### src/rtl/vblank_update_arbiter.sv
// vblank_update_arbiter: grants a shared game-state update slot to N_REQ
// requesters, round-robin, only inside the vertical blanking window.
// Optional build macro VBU_FREEZE_EN adds a 'freeze' input that pauses new grants.
module vblank_update_arbiter #(
    parameter int unsigned N_REQ        = 4,
    parameter int unsigned H_ACTIVE     = 800,
    parameter int unsigned V_ACTIVE     = 600,
    parameter int unsigned SLOT_TIMEOUT = 1024
) (
    input  logic              pixel_clk,
    input  logic              rst_n,
    input  logic [10:0]       h_coord,
    input  logic [9:0]        v_coord,
    input  logic [N_REQ-1:0]  req,
    input  logic [N_REQ-1:0]  done,
`ifdef VBU_FREEZE_EN
    input  logic              freeze,
`endif
    output logic [N_REQ-1:0]  gnt,
    output logic              frame_tick,
    output logic              busy,
    output logic              overrun,
    output logic              timeout_err
);

    localparam int unsigned IDX_W = $clog2(N_REQ);
    localparam int unsigned TO_W  = $clog2(SLOT_TIMEOUT);

    typedef enum logic [1:0] {
        ST_IDLE  = 2'd0,
        ST_ARB   = 2'd1,
        ST_GRANT = 2'd2
    } state_t;

    state_t             state_q, state_d;
    logic [IDX_W-1:0]   rr_ptr_q, rr_ptr_d;
    logic [IDX_W-1:0]   gnt_idx_q, gnt_idx_d;
    logic [N_REQ-1:0]   served_q, served_d;
    logic [TO_W-1:0]    tmo_cnt_q, tmo_cnt_d;
    logic               window_open_q, window_open_d;
    logic [N_REQ-1:0]   gnt_d;
    logic               frame_tick_d, busy_d, overrun_d, timeout_err_d;

    logic               blank_start_c, window_close_c, video_active_c;
    logic               arb_open_c, freeze_act;
    logic [N_REQ-1:0]   eligible_c;
    logic               pick_found;
    logic [IDX_W-1:0]   pick_idx, cand_idx;

`ifdef VBU_FREEZE_EN
    assign freeze_act = freeze;
`else
    assign freeze_act = 1'b0;
`endif

    // Raster event decode: first blank line start, first visible pixel of frame
    assign blank_start_c  = (v_coord == 10'(V_ACTIVE)) && (h_coord == 11'd0);
    assign window_close_c = (v_coord == 10'd0) && (h_coord == 11'd0);
    assign video_active_c = (v_coord < 10'(V_ACTIVE)) && (h_coord < 11'(H_ACTIVE));
    assign arb_open_c     = window_open_q && !window_close_c;
    assign eligible_c     = req & ~served_q;

    // Round-robin pick: first eligible index searching upward from rr_ptr
    always_comb begin
        pick_found = 1'b0;
        pick_idx   = '0;
        cand_idx   = '0;
        for (int unsigned i = 0; i < N_REQ; i++) begin
            cand_idx = IDX_W'((32'(rr_ptr_q) + i) % N_REQ);
            if (!pick_found && eligible_c[cand_idx]) begin
                pick_found = 1'b1;
                pick_idx   = cand_idx;
            end
        end
    end

    // Next-state and registered-output logic
    always_comb begin
        state_d       = state_q;
        rr_ptr_d      = rr_ptr_q;
        gnt_idx_d     = gnt_idx_q;
        served_d      = served_q;
        tmo_cnt_d     = tmo_cnt_q;
        window_open_d = window_open_q;
        gnt_d         = gnt;
        timeout_err_d = timeout_err;

        if (blank_start_c) begin
            window_open_d = 1'b1;
        end else if (window_close_c) begin
            window_open_d = 1'b0;
        end

        case (state_q)
            ST_IDLE: begin
                if (blank_start_c) begin
                    state_d = ST_ARB;
                end
            end
            ST_ARB: begin
                if (arb_open_c && !freeze_act && pick_found) begin
                    gnt_d     = N_REQ'(1) << pick_idx;
                    gnt_idx_d = pick_idx;
                    tmo_cnt_d = '0;
                    state_d   = ST_GRANT;
                end else if (arb_open_c && freeze_act) begin
                    state_d = ST_ARB;
                end else if (blank_start_c) begin
                    state_d = ST_ARB;
                end else begin
                    state_d = ST_IDLE;
                end
            end
            ST_GRANT: begin
                tmo_cnt_d = tmo_cnt_q + TO_W'(1);
                if (done[gnt_idx_q] || (tmo_cnt_q == TO_W'(SLOT_TIMEOUT - 1))) begin
                    gnt_d               = '0;
                    served_d[gnt_idx_q] = 1'b1;
                    rr_ptr_d            = IDX_W'((32'(gnt_idx_q) + 32'd1) % N_REQ);
                    tmo_cnt_d           = '0;
                    state_d             = ST_ARB;
                    if (!done[gnt_idx_q]) begin
                        timeout_err_d = 1'b1;
                    end
                end
            end
            default: begin
                state_d = ST_IDLE;
                gnt_d   = '0;
            end
        endcase

        // A new window always starts with nobody served
        if (blank_start_c) begin
            served_d = '0;
        end

        frame_tick_d = blank_start_c;
        overrun_d    = (state_q == ST_GRANT) && window_close_c && video_active_c;
        busy_d       = |gnt_d;
    end

    // State and output registers
    always_ff @(posedge pixel_clk or negedge rst_n) begin
        if (!rst_n) begin
            state_q       <= ST_IDLE;
            rr_ptr_q      <= '0;
            gnt_idx_q     <= '0;
            served_q      <= '0;
            tmo_cnt_q     <= '0;
            window_open_q <= 1'b0;
            gnt           <= '0;
            frame_tick    <= 1'b0;
            busy          <= 1'b0;
            overrun       <= 1'b0;
            timeout_err   <= 1'b0;
        end else begin
            state_q       <= state_d;
            rr_ptr_q      <= rr_ptr_d;
            gnt_idx_q     <= gnt_idx_d;
            served_q      <= served_d;
            tmo_cnt_q     <= tmo_cnt_d;
            window_open_q <= window_open_d;
            gnt           <= gnt_d;
            frame_tick    <= frame_tick_d;
            busy          <= busy_d;
            overrun       <= overrun_d;
            timeout_err   <= timeout_err_d;
        end
    end

endmodule

### config.mk
export PLATFORM = sky130hd
export DESIGN_NAME = vblank_update_arbiter
export DESIGN_NICKNAME = d
export VERILOG_FILES = /design/src/rtl/vblank_update_arbiter.sv
export SDC_FILE = /design/constraint.sdc
export NUM_CORES = 1
export LEC_CHECK = 0
export CORE_ASPECT_RATIO = 1.75
export CORE_MARGIN = 4
export CORE_UTILIZATION = 45
export DETAILED_ROUTE_END_ITERATION = 12
export GPL_ROUTABILITY_DRIVEN = 0
export PLACE_DENSITY = 0.74
export SYNTH_ARGS = -nofsm -noshare
export SYNTH_HDL_FRONTEND = slang
export SYNTH_SLANG_ARGS = --single-unit
export TNS_END_PERCENT = 1
### constraint.sdc
create_clock -name pixel_clk -period 3.79 [get_ports pixel_clk]
set_input_delay 0.9475 -clock pixel_clk [delete_from_list [all_inputs] [get_ports pixel_clk]]
set_output_delay 0.9475 -clock pixel_clk [all_outputs]
set_load 0.005 [all_outputs]
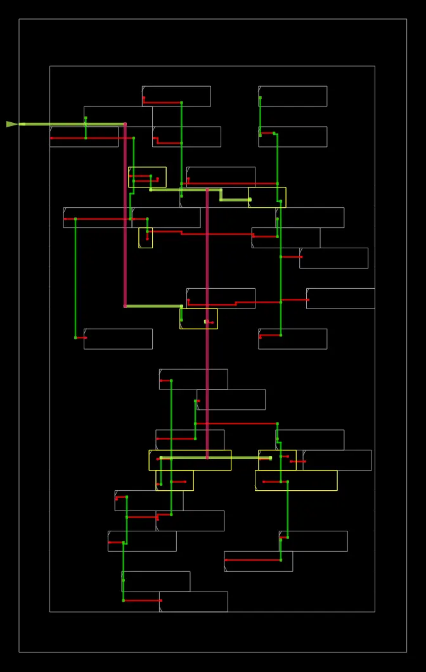
**Above:** clock nets.
clock sink count: 29
Clock group: 385 uW
flop count: 29

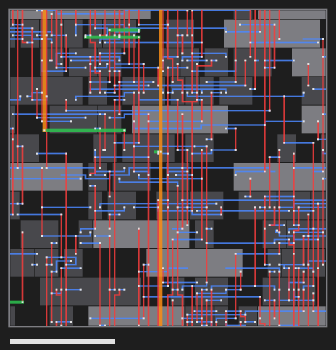
**Above:** layout detail.
Scale bar: 10 um. Window x 11 to 41, y 28 to 58 um. Cells in grey, sequential cells in the stronger grey; small squares are vias.
- red: metal 2
- green: metal 3
- orange: metal 4
- blue: metal 1
- netlist names of flops here include: `tmo_cnt_q` (3), `state_q` (2)
- cells with their middle in the window: 66
- sequential cells in the window: 8
- most frequent: dfrtp_1 (8), nor3_1 (7), nand2_1 (5)

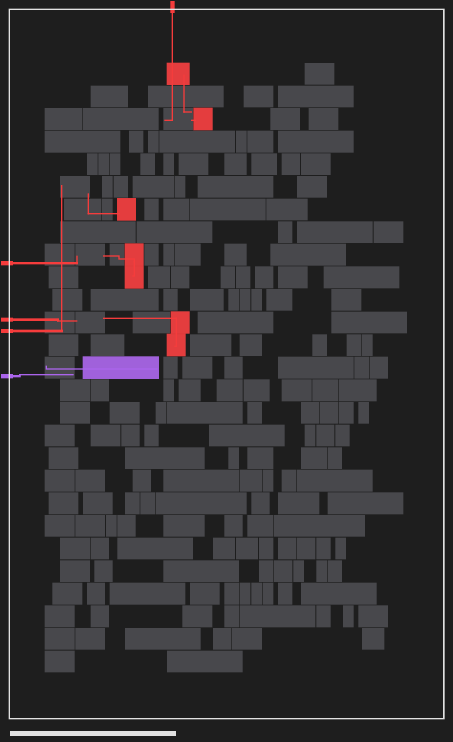
**Above:** I/O nets highlighted.
Scale bar: 20 um.
- red: `req` (bits 4; direction input; end cells 7; buffers 4; wire 83.8 um)
- purple: `frame_tick` (bits 1; direction output; end cells 1; buffers 1; wire 21.0 um)
I/O pin cnt: 39
number of port buffers: 38

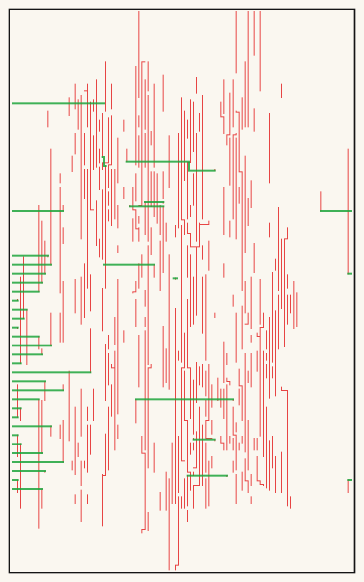
**Above:** routed metal, one colour a layer.
Two of the layers only.
- green: metal 3 (wire length 187 um)
- red: metal 2 (wire length 2010 um)
DR vias: 1380
routed len/inst: 15.5 um
GR Util All Layers: 18.6%
Final Routed Wirelength: 3.71 mm

==> impl_metrics.toml <==
# physical design summary
[run_status]
outcome = "complete, no violations"

[global_route]
antenna_found_initial = 0
gr-total-overflow = 0

[layout]
nonClkBufAreaFrac_pct = 18.5
nMultiInputCombCells = 114

[floorplanning]
die_y_um = 85.2
coreArea_sq_um = 3210

[critical_path]
rr_worst_depth = 6
r2r-start = "tmo_cnt_q[0]"
start_kind = "input port"

[cts]
cts_max_level = 2

[route]
met2_length_mm = 2.01

[yosys]
async_reset_ff_share_pct = 100
synth-edff-count = 0
synthTopLogicFamily = "simple AND/OR/NAND/NOR gates"
yosysUniqueCellTypes = 43
yosys-stat-area_sq_um = 1530
syn_nets = 189

[power]
irDropWorstVdd_uv = 435
pg_comb_uw = 67.3

[final_timing]
fmax_mhz = 385
relSlewSlack_pct = 56.9
fin_crit_sh_pct = 68.5
Power and IR drop assume default switching activity.
